===== src/rtl/gcd_pkg.sv =====
// Shared definitions for the GCD engine: control state encoding and default width.
package gcd_pkg;

  localparam int GCD_WL = 16;

  typedef enum logic [1:0] {
    IDLE = 2'd0,
    CALC = 2'd1,
    DONE = 2'd2
  } gcd_state_e;

endpackage


===== src/rtl/gcd_if.sv =====
// Operand/result valid-ready bundle. The master drives operands and consumes results.
interface gcd_if
  import gcd_pkg::*;
#(
  parameter int WL = GCD_WL
);

  logic          ops_val;
  logic          ops_rdy;
  logic [WL-1:0] ops_a;
  logic [WL-1:0] ops_b;
  logic          res_val;
  logic          res_rdy;
  logic [WL-1:0] res_data;

  modport master (
    output ops_val, ops_a, ops_b, res_rdy,
    input  ops_rdy, res_val, res_data
  );

  modport slave (
    input  ops_val, ops_a, ops_b, res_rdy,
    output ops_rdy, res_val, res_data
  );

endinterface


===== src/rtl/gcd_datapath.sv =====
// A/B operand registers with load, swap and subtract paths; reports A<B and B==0 to control.
module gcd_datapath #(
  parameter int WL = 16
) (
  input  logic          clk_i,
  input  logic          rst_i,
  input  logic          load_i,
  input  logic          swap_i,
  input  logic          sub_i,
  input  logic [WL-1:0] a_i,
  input  logic [WL-1:0] b_i,
  output logic          a_lt_b_o,
  output logic          b_zero_o,
  output logic [WL-1:0] result_o
);

  logic [WL-1:0] a_q;
  logic [WL-1:0] b_q;
  logic [WL-1:0] a_d;
  logic [WL-1:0] b_d;
  logic          a_en_s;
  logic          b_en_s;

  // Next-value muxes; subtraction is only enabled when A >= B, so it never wraps.
  always_comb begin
    a_d = a_q - b_q;
    b_d = b_q;
    if (load_i) begin
      a_d = a_i;
      b_d = b_i;
    end else if (swap_i) begin
      a_d = b_q;
      b_d = a_q;
    end else begin
      a_d = a_q - b_q;
      b_d = b_q;
    end
  end

  assign a_en_s = load_i | swap_i | sub_i;
  assign b_en_s = load_i | swap_i;

  gcd_reg #(.W(WL)) u_reg_a (
    .clk_i (clk_i),
    .rst_i (rst_i),
    .en_i  (a_en_s),
    .d_i   (a_d),
    .q_o   (a_q)
  );

  gcd_reg #(.W(WL)) u_reg_b (
    .clk_i (clk_i),
    .rst_i (rst_i),
    .en_i  (b_en_s),
    .d_i   (b_d),
    .q_o   (b_q)
  );

  assign a_lt_b_o = (a_q < b_q);
  assign b_zero_o = (b_q == '0);
  assign result_o = a_q;

endmodule


===== src/rtl/gcd_reg.sv =====
// Shared enable register with asynchronous active-high clear.
module gcd_reg #(
  parameter int W = 16
) (
  input  logic         clk_i,
  input  logic         rst_i,
  input  logic         en_i,
  input  logic [W-1:0] d_i,
  output logic [W-1:0] q_o
);

  logic [W-1:0] q_q;

  // Storage element: clear on reset, load on enable.
  always_ff @(posedge clk_i or posedge rst_i) begin
    if (rst_i) begin
      q_q <= '0;
    end else if (en_i) begin
      q_q <= d_i;
    end
  end

  assign q_o = q_q;

endmodule


===== src/rtl/gcd_unit.sv =====
// Iterative subtract-and-swap Euclid GCD: control FSM around gcd_datapath.
module gcd_unit
  import gcd_pkg::*;
#(
  parameter int WL = GCD_WL
) (
  input  logic clk,
  input  logic rst,
  gcd_if.slave bus
);

  gcd_state_e state_q;
  gcd_state_e state_d;
  logic       load_s;
  logic       swap_s;
  logic       sub_s;
  logic       a_lt_b_s;
  logic       b_zero_s;
  logic       ops_rdy_s;
  logic       res_val_s;

  // State register.
  always_ff @(posedge clk or posedge rst) begin
    if (rst) begin
      state_q <= IDLE;
    end else begin
      state_q <= state_d;
    end
  end

  // Next-state logic.
  always_comb begin
    state_d = state_q;
    case (state_q)
      IDLE: begin
        if (bus.ops_val) begin
          state_d = CALC;
        end else begin
          state_d = IDLE;
        end
      end
      CALC: begin
        if (!a_lt_b_s && b_zero_s) begin
          state_d = DONE;
        end else begin
          state_d = CALC;
        end
      end
      DONE: begin
        if (bus.res_rdy) begin
          state_d = IDLE;
        end else begin
          state_d = DONE;
        end
      end
      default: state_d = IDLE;
    endcase
  end

  // Output decode; handshake outputs depend on state only.
  always_comb begin
    load_s    = 1'b0;
    swap_s    = 1'b0;
    sub_s     = 1'b0;
    ops_rdy_s = 1'b0;
    res_val_s = 1'b0;
    case (state_q)
      IDLE: begin
        ops_rdy_s = 1'b1;
        load_s    = bus.ops_val;
      end
      CALC: begin
        swap_s = a_lt_b_s;
        sub_s  = !a_lt_b_s && !b_zero_s;
      end
      DONE: begin
        res_val_s = 1'b1;
      end
      default: begin
        ops_rdy_s = 1'b0;
        res_val_s = 1'b0;
      end
    endcase
  end

  gcd_datapath #(.WL(WL)) u_dp (
    .clk_i    (clk),
    .rst_i    (rst),
    .load_i   (load_s),
    .swap_i   (swap_s),
    .sub_i    (sub_s),
    .a_i      (bus.ops_a),
    .b_i      (bus.ops_b),
    .a_lt_b_o (a_lt_b_s),
    .b_zero_o (b_zero_s),
    .result_o (bus.res_data)
  );

  assign bus.ops_rdy = ops_rdy_s;
  assign bus.res_val = res_val_s;

endmodule

===== src/flat_wrapper.sv =====
// flat-port wrapper written by rule: the top's interface ports become plain ports
module gcd_unit_flat import gcd_pkg::*;
#(
  parameter int WL = GCD_WL
)
  (clk, rst, bus_ops_val, bus_ops_a, bus_ops_b, bus_res_rdy, bus_ops_rdy, bus_res_val, bus_res_data);
  gcd_if #(.WL(WL)) bus_i ();
  input  logic clk;
  input  logic rst;
  input wire logic [$bits(bus_i.ops_val)-1:0] bus_ops_val;
  input wire logic [$bits(bus_i.ops_a)-1:0] bus_ops_a;
  input wire logic [$bits(bus_i.ops_b)-1:0] bus_ops_b;
  input wire logic [$bits(bus_i.res_rdy)-1:0] bus_res_rdy;
  output wire logic [$bits(bus_i.ops_rdy)-1:0] bus_ops_rdy;
  output wire logic [$bits(bus_i.res_val)-1:0] bus_res_val;
  output wire logic [$bits(bus_i.res_data)-1:0] bus_res_data;
  assign bus_i.ops_val = bus_ops_val;
  assign bus_i.ops_a = bus_ops_a;
  assign bus_i.ops_b = bus_ops_b;
  assign bus_i.res_rdy = bus_res_rdy;
  assign bus_ops_rdy = bus_i.ops_rdy;
  assign bus_res_val = bus_i.res_val;
  assign bus_res_data = bus_i.res_data;
  gcd_unit #(.WL(WL)) u_core (.clk(clk), .rst(rst), .bus(bus_i));
endmodule

===== config.mk =====
export PLATFORM = sky130hd
export DESIGN_NAME = gcd_unit_flat
export DESIGN_NICKNAME = d
export VERILOG_FILES = /design/src/rtl/gcd_pkg.sv /design/src/rtl/gcd_if.sv /design/src/rtl/gcd_datapath.sv /design/src/rtl/gcd_reg.sv /design/src/rtl/gcd_unit.sv /design/src/flat_wrapper.sv
export SDC_FILE = /design/constraint.sdc
export NUM_CORES = 1
export LEC_CHECK = 0
export CAP_MARGIN = 20
export CORE_ASPECT_RATIO = 1.2
export CORE_MARGIN = 2
export CORE_UTILIZATION = 49
export CTS_BUF_LIST = sky130_fd_sc_hd__clkbuf_2
export CTS_CLUSTER_DIAMETER = 30
export DETAILED_ROUTE_END_ITERATION = 12
export PLACE_DENSITY = 0.83
export SLEW_MARGIN = 25
export SYNTH_ARGS = -nofsm -noshare
export SYNTH_HDL_FRONTEND = slang
export SYNTH_SLANG_ARGS = --single-unit

===== constraint.sdc =====
create_clock -name clk -period 2.5 [get_ports clk]
set_input_delay 0.25 -clock clk [delete_from_list [all_inputs] [get_ports clk]]
set_output_delay 0.25 -clock clk [all_outputs]
set_load 0.02 [all_outputs]

==> reports/qor.yml, run 1 <==
outcome:
  status: "finished, violations left"
  failed_checks: "setup timing"
synthesis:
  synthDistinctLibCells: 49
  synthCells: 334
  yosysWarnings: 0
  top_area_cell: "dfrtp_1"
global_route:
  gr-usage-all-layers: 0.284
  gr-total-overflow: 0
  grt_use_met1: 0.334
  busiest_layer: "met2"
critical_path:
  critPathArrivalTime_ps: 2990
  path_cells: "inv_1 -> ha_2 -> fa_2 -> nand2b_4 -> a21o_1 -> a21oi_4 -> buf_6 -> nor4_4 -> or2_4 -> buf_12 -> o21a_1 -> a22o_1"
  required_ps: 2810
clock_tree:
  path_clk_slew_ps: 180
  root_buffer: "clkbuf_2"
  ctsHoldBuffers: 0
  clk_latency_ps: 400
timing:
  tightest_slew_ps: 557
  layout_setup_ws_ps: -186
  hold_violations: 0
  report.final.slew_viol_count: 0
  finalSetupViolations: 14
layout:
  final-clk-cell-share: 0.00943
  largest_class: "combinational gates"
placement:
  dp_hpwl_um: 6140
  gp_congestion: 0.913
run:
  cap_violations: 0
  log.warning_count: 29
detailed_routing:
  dr.pass1.iters: 5
run 1: through the flow:
| step | instance area (um2) | instances | hold slack (ps) |
|---|---|---|---|
| after global routing | 4110 | 514 | 286 |
| final | 4110 | 514 | 244 |
| after global placement | 3810 | 493 | 530 |
| after detailed placement | 3810 | 493 | 552 |
| after CTS | 3940 | 505 | 267 |
| after floorplan | 2810 | 334 | 366 |
run 1: worst paths after layout:
kind	end	slack, ps	start	depth (start not counted)
max	u_core.u_dp.u_reg_a.q_o[2]$_DFFE_PP0P_	-190	u_core.u_dp.u_reg_a.q_o[0]$_DFFE_PP0P_	12
min	u_core.u_dp.u_reg_b.q_o[2]$_DFFE_PP0P_	240	rst	3
max reg2reg	u_core.u_dp.u_reg_a.q_o[2]$_DFFE_PP0P_	-190	u_core.u_dp.u_reg_a.q_o[0]$_DFFE_PP0P_	12
min reg2reg	u_core.u_dp.u_reg_b.q_o[5]$_DFFE_PP0P_	590	u_core.u_dp.u_reg_b.q_o[5]$_DFFE_PP0P_	2
max in group asynchronous	u_core.u_dp.u_reg_a.q_o[13]$_DFFE_PP0P_	1900	rst	3
min in group clk	u_core.u_dp.u_reg_a.q_o[9]$_DFFE_PP0P_	390	bus_ops_a[9]	3
run 1: flip-flops by register name, indices dropped and copies added, names as in the netlist:
signal,flops
u_core.state_q,2
u_core.u_dp.u_reg_a.q_o,16
u_core.u_dp.u_reg_b.q_o,16
run 1: per-layer routing:
metal  wire (um)  part of all wire
met5           0                 0
met4         433             0.047
met3         619             0.068
met2        4670              0.51
met1        3420              0.37
run 1: cell usage in the layout (no fill, tap or decap), types with 3 or more instances in the layout:
master | synthesis | final
a211o_1 | 4 | 4
a21o_1 | 5 | 5
a21oi_1 | 13 | 12
a22o_1 | 8 | 8
a31oi_1 | 17 | 17
buf_4 | 1 | 67
buf_6 | 2 | 4
clkbuf_2 | 0 | 6
clkdlybuf4s50_1 | 0 | 53
dfrtp_1 | 34 | 30
dfrtp_2 | 0 | 4
ha_1 | 16 | 6
ha_2 | 0 | 3
ha_4 | 0 | 7
inv_1 | 22 | 20
inv_2 | 1 | 3
nand2_1 | 50 | 50
nand2b_1 | 6 | 5
nand3_1 | 11 | 11
nor2_1 | 31 | 29
nor3_1 | 7 | 3
nor3_2 | 0 | 3
nor4_1 | 5 | 5
o211ai_1 | 9 | 9
o211ai_2 | 5 | 5
o21a_1 | 11 | 11
o21ai_0 | 16 | 12
o21ai_2 | 0 | 3
xnor2_1 | 9 | 9
run 1: cell families after synthesis:
logic type / share of synthesized area
mux: 0.00414
simple gates: 0.211
flops: 0.313
buf+inv: 0.0658
compound gates: 0.290
fa+ha+maj: 0.0810
xor+xnor: 0.0354
run 1: worst min-delay path: stages:
cell and delay, ps:
clkdlybuf4s50_1 410, inv_1 60, buf_4 400
run_1/logic_types.png
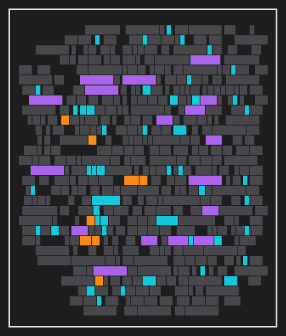
family	color	cells
adder and majority cells	purple	17
NOR gates	cyan	46
AND and OR gates	orange	8

run_1/flops_by_reg.png
Scale bar: 20 um.
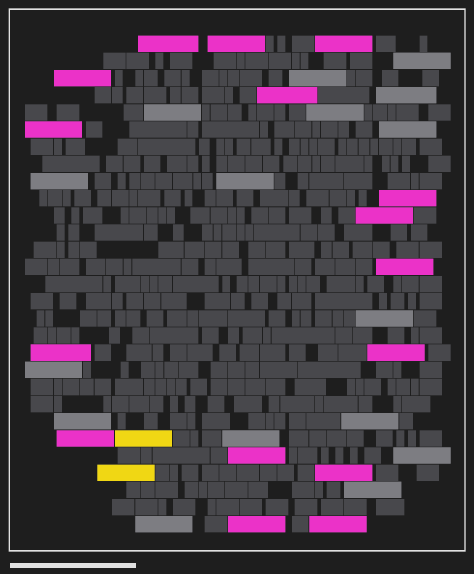
name in the netlist	color	placed flops
u_core.u_dp.u_reg_a.q_o	magenta	16
u_core.state_q	yellow	2
not colored	16

run_1/io_fan.png
Scale bar: 20 um.
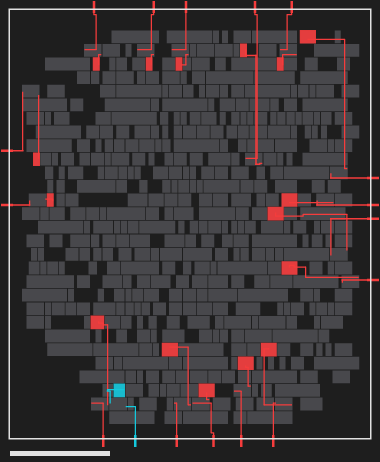
port	color	direction	end cells	buffers	wire
bus_res_val	cyan	output	1	1	14.3 um
bus_ops_a	red	input	16	16	369 um

run_1/detail.png
Scale bar: 10 um. Region (6, 9) to (31, 34) um. Cells in gray, sequential cells in the stronger gray; small squares are vias.
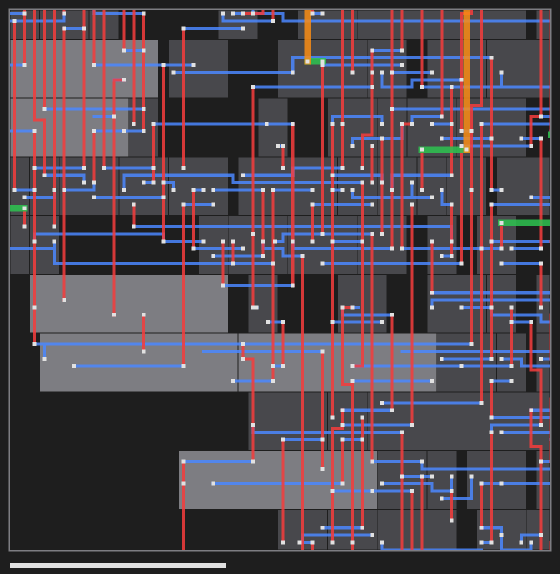

--- run 2 (diff from run 1) ---
- ABC_AREA: not set -> 1
- CORE_MARGIN: 2 -> 10
- CORE_UTILIZATION: 49 -> 50
- PLACE_DENSITY: 0.83 -> 0.84
run_2/detail.png
Scale bar: 10 um. Region (10, 14) to (35, 39) um. Cells in gray, sequential cells in the stronger gray; small squares are vias.
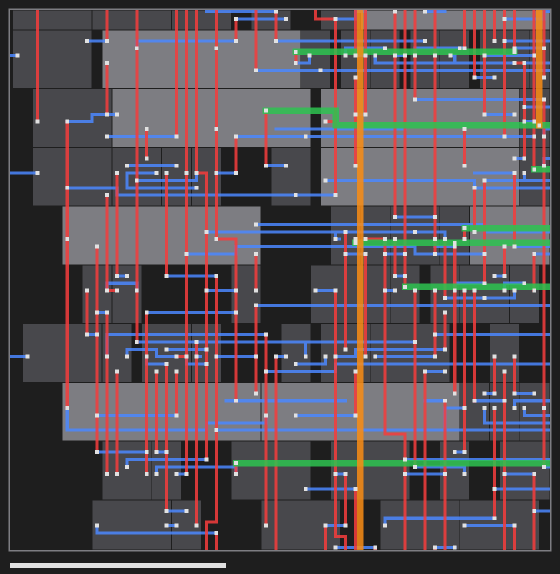
layer	color
metal 2	red
metal 4	orange
metal 3	green
metal 1	blue
cells with their middle in the window	56
netlist names of flops here include	u_core.u_dp.u_reg_b.q_o (5), u_core.u_dp.u_reg_a.q_o (2)
most frequent	nand2_1 (17), clkdlybuf4s50_1 (13), dfrtp_1 (7)
sequential cells in the window	7

==> run 2 against run 1 <==
  * The flow now finishes without violations
  * Global-route usage down 10 points
  * Register-to-register slack better by 390 ps
  * Hold slack worse by 23 ps
  * Highest routed layer unchanged
  * Area after synthesis up 10%
  * Sequential cell count unchanged
  * Non-clock buffer count down 62
  * Critical path depth down 3
  * Final cell count up 19%
  * Via count up 2.6%
==> reports/qor.yml, run 2 <==
detailed_routing:
  dr.pass1.iters: 5  # unchanged
  antenna_left: 0
clock_tree:
  path_clk_slew_ps: 180  # about the same
  clk_latency_ps: 390  # about the same
  root_buffer: "clkbuf_2"
critical_path:
  r2r_cells: 9  # -3
  required_ps: 2820  # about the same
  critPathArrivalTime_ps: 2620  # -370 ps
  r2r_slack_ps: 200  # +390 ps
  r2r-start: "u_core.u_dp.u_reg_a.q_o[11]$_DFFE_PP0P_"
  reg2reg_to: "u_core.u_dp.u_reg_b.q_o[15]$_DFFE_PP0P_"
  worstSetupEndpoint: "u_core.u_dp.u_reg_b.q_o[15]$_DFFE_PP0P_"
  cp-startpoint: "u_core.u_dp.u_reg_a.q_o[11]$_DFFE_PP0P_"
synthesis:
  synthMuxAreaShare: 0  # -0.00414
  ys_sh_aoi: 0.0704  # -0.219
  simple_gate_share: 0.441  # +0.230
  xor_share: 0.0146  # -0.0208
  top_area_cell: "dfrtp_1"
  yosysWarnings: 0  # unchanged
  synthDistinctLibCells: 33  # -33%
  top_logic_kind: "simple AND/OR/NAND/NOR gates"
  synthCells: 476  # +43%
outcome:
  status: "finished, final reports clean"
layout:
  final_cells: 613  # +19%
  lay_top_cells: "nand2_1, inv_1, clkdlybuf4s50_1"
timing:
  report.final.slew_viol_count: 0  # unchanged
  hold_violations: 0  # unchanged
  layout_setup_ws_ps: 203  # +389 ps
  tightest_slew_ps: 542  # -15.4 ps
  hold_ws_ps: 221  # -22.6 ps
placement:
  dpl-instance-area_um2: 3580  # -6.1%
  gp_congestion: 0.946  # +3.7%
  dp_hpwl_um: 6860  # +12%
  dp_cells: 600  # +22%
global_route:
  gr-usage-all-layers: 0.181  # -0.103
  gr-total-overflow: 0  # unchanged
run:
  cap_violations: 0  # unchanged
  log.warning_count: 26  # -10%
floorplan:
  initCoreUtil: 0.523
run_2/io_fan.png
Scale bar: 20 um.
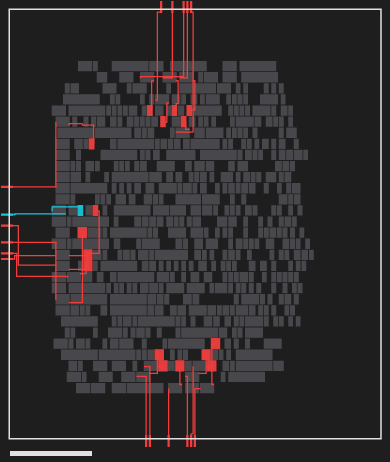
port	color	direction	end cells	buffers	wire
bus_ops_a	red	input	16	16	445 um
bus_res_val	cyan	output	1	1	21.4 um

[run 2: cell count changes after synthesis, moves of 6 or more]
cell	delta
a22o_1	-8
inv_1	+36
nand2_1	+120
nand2b_1	-6
nand3_1	+38
nand4_1	+14
nor2_1	+13
o211ai_1	-8
o21a_1	-11
o21ai_0	-15
or2_2	+7
xnor2_1	-7
[run 2: worst max-delay path: stages, from the launching register on]
cell and delay (ps):
dfrtp_1 490, ha_1 400, a21oi_1 230, nand2_1 120
a21oi_2 250, nand3_4 170, buf_12 170, nand2_8 150
nor2_1 80, a31oi_1 170
[run 2: repair_timing]
action	in CTS	in global routing
buffers inserted	0	5
setup endpoints to repair	0	32
gates resized	0	6
hold buffers	0	0
[run 2: cell families (layout without fill, tap and decap cells)]
kind of cell	count (synthesis)	in the layout
AND-OR/OR-AND	37	37
flip-flops	34	34
AND/OR/NAND/NOR	304	304
adder cells (fa/ha/maj)	17	17
XOR/XNOR	5	5
buffers and inverters	79	136
[run 2: per-layer routing]
layer | part of all wire | global-route usage | up-vias
met2 | 0.50 | 0.310 | 105
met5 | 0 | 0 | -
li1 | - | - | 1627
met3 | 0.071 | 0.0351 | 6
met1 | 0.42 | 0.221 | 1472
met4 | 0.011 | 0.0604 | 0
[run 2: how the worst min path moves through the flow]
stage                                                  from                                 endpoint  slack (ps)
floorplan                                       bus_res_rdy              u_core.state_q[1]$_DFF_PP0_         360
global placement     u_core.u_dp.u_reg_a.q_o[0]$_DFFE_PP0P_   u_core.u_dp.u_reg_a.q_o[0]$_DFFE_PP0P_         510
detailed placement  u_core.u_dp.u_reg_a.q_o[10]$_DFFE_PP0P_  u_core.u_dp.u_reg_a.q_o[10]$_DFFE_PP0P_         540
CTS                                                     rst  u_core.u_dp.u_reg_b.q_o[13]$_DFFE_PP0P_         230
global route                                            rst  u_core.u_dp.u_reg_a.q_o[14]$_DFFE_PP0P_         280
finish                                                  rst  u_core.u_dp.u_reg_b.q_o[13]$_DFFE_PP0P_         220
[run 2: final cells by class]
cell class,count,area (um2)
Inverter,62,240
Clock inverter,2,8.76
Fill cell,527,2040
Tap cell,80,100
Clock buffer,6,30.0
Multi-Input combinational cell,363,1810
Sequential cell,34,851
Timing Repair Buffer,66,657
run_2/logic_types.png
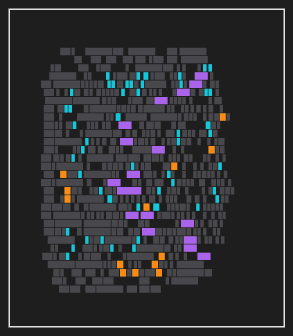

--- run 3 (diff from run 2) ---
- PLACE_DENSITY: 0.84 -> not set
- PLACE_DENSITY_LB_ADDON: not set -> 0.2
run_3/logic_types.png
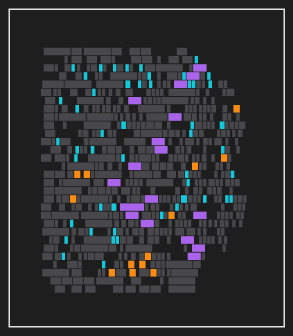
family	color	cells
adder and majority cells	purple	17
AND and OR gates	orange	13
NOR gates	cyan	49

==> run 3 against run 2 <==
  * Count of clock-buffer cells in the layout is the same
  * Register-to-register slack improved by 50 ps
==> reports/qor.yml, run 3 <==
clock_tree:
  root_buffer: "clkbuf_2"
  clk_latency_ps: 380  # about the same
  path_clk_slew_ps: 190  # about the same
  ctsHoldBuffers: 0  # unchanged
global_route:
  gr-usage-all-layers: 0.182  # +0.000926
  grt_first_pass_wirelength_um: 14700
layout:
  fillCellCount: 525  # -0.38%
  lay_top_cells: "nand2_1, inv_1, clkdlybuf4s50_1"
critical_path:
  critPathArrivalTime_ps: 2540  # -80 ps
  worstSetupEndpoint: "u_core.u_dp.u_reg_a.q_o[13]$_DFFE_PP0P_"
  reg2reg_to: "u_core.u_dp.u_reg_a.q_o[13]$_DFFE_PP0P_"
  r2r_cells: 15  # +6
  r2r-start: "u_core.u_dp.u_reg_b.q_o[0]$_DFFE_PP0P_"
  r2r_slack_ps: 250  # +50 ps
placement:
  gp_congestion: 0.881  # -6.9%
  dp_cells: 603  # +0.50%
run:
  log.warning_count: 26  # unchanged
detailed_routing:
  dr.pass1.iters: 5  # unchanged
  antenna_left: 0  # unchanged
outcome:
  status: "finished, final reports clean"
timing:
  tightest_slew_ps: 449  # -92.7 ps
  hold_violations: 0  # unchanged
  report.final.slew_viol_count: 0  # unchanged
floorplan:
  initCoreUtil: 0.523  # unchanged
synthesis:
  synthDistinctLibCells: 33  # unchanged
  synthCells: 476  # unchanged
  top_area_cell: "dfrtp_1"
run_3/flops_by_reg.png
Scale bar: 20 um.
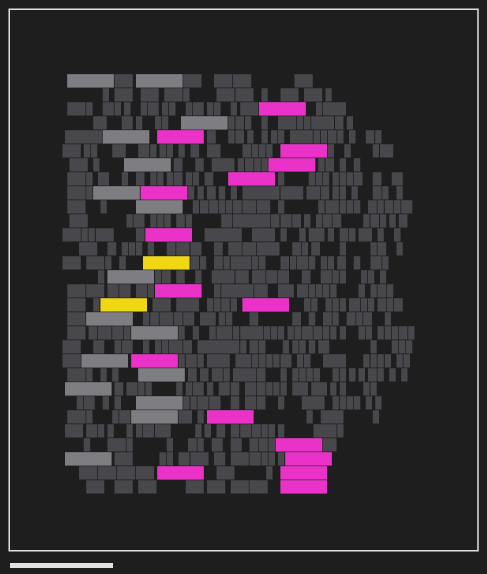
name in the netlist	color	placed flops
u_core.u_dp.u_reg_a.q_o	magenta	16
u_core.state_q	yellow	2
not colored	16

## run 3: logic make-up (layout without fill, tap and decap cells)
logic type | count (synthesis) | count (layout) | share of synthesized area
fa+ha+maj | 17 | 17 | 0.0734
xor+xnor | 5 | 5 | 0.0146
simple gates | 304 | 304 | 0.441
buf+inv | 79 | 142 | 0.118
flops | 34 | 34 | 0.283
compound gates | 37 | 37 | 0.0704
## run 3: repair_timing
| action | in CTS | in global routing |
|---|---|---|
| gates cloned | 1 | 0 |
| setup buffers | 0 | 7 |
| pin swaps | 0 | 1 |
| resized | 3 | 6 |
| endpoints found under the setup margin | 16 | 32 |
## run 3: per-stage QoR
| step | util | TNS, ps | cell area, um2 |
|---|---|---|---|
| 2_1_floorplan | - | 0 | 3000 |
| 3_3_place_gp | 0.629 | 0 | 3610 |
| 3_5_place_dp | 0.629 | -11.0 | 3610 |
| 4_1_cts | 0.638 | 0 | 3660 |
| 5_1_grt | 0.654 | 0 | 3760 |
| 6_report | 0.654 | 0 | 3760 |
## run 3: worst max-delay path, cell delays in order, from the launching register on
cell	delay (ps)
dfrtp_1	450
ha_1	220
fa_2	370
inv_2	80
nand2_1	50
nand2_1	100
nand3_1	90
nand2_2	100
nand2_2	80
nand2_1	90
nand2_1	80
nand2_4	110
buf_4	140
a21oi_1	70
nand2_1	70
nand2_1	50
## run 3: cell type report
type                            count  area [um2]  area share
Clock inverter                      2        8.76     0.00233
Sequential cell                    34         851       0.227
Clock buffer                        6        30.0     0.00799
Inverter                           62         240      0.0640
Multi-Input combinational cell    363        1830       0.486
Timing Repair inverter              1        8.76     0.00233
Timing Repair Buffer               71         691       0.184
Tap cell                           80         100      0.0266
## run 3: worst min path at each step
stage	to	slack (ps)	cells after the start
finish	u_core.u_dp.u_reg_b.q_o[14]$_DFFE_PP0P_	230	3
global route	u_core.u_dp.u_reg_b.q_o[15]$_DFFE_PP0P_	260	3
CTS	u_core.u_dp.u_reg_b.q_o[14]$_DFFE_PP0P_	240	3
detailed placement	u_core.u_dp.u_reg_a.q_o[8]$_DFFE_PP0P_	550	2
global placement	u_core.u_dp.u_reg_a.q_o[0]$_DFFE_PP0P_	510	2
floorplan	u_core.state_q[1]$_DFF_PP0_	360	1
## run 3: metal layers
metal / vias up / global-route usage / part of all wire
met3: 5 / 0.0344 / 0.060
met2: 115 / 0.294 / 0.47
li1: 1647 / - / -
met4: 0 / 0.0376 / 0.0071
met1: 1502 / 0.245 / 0.47
met5: - / 0 / 0
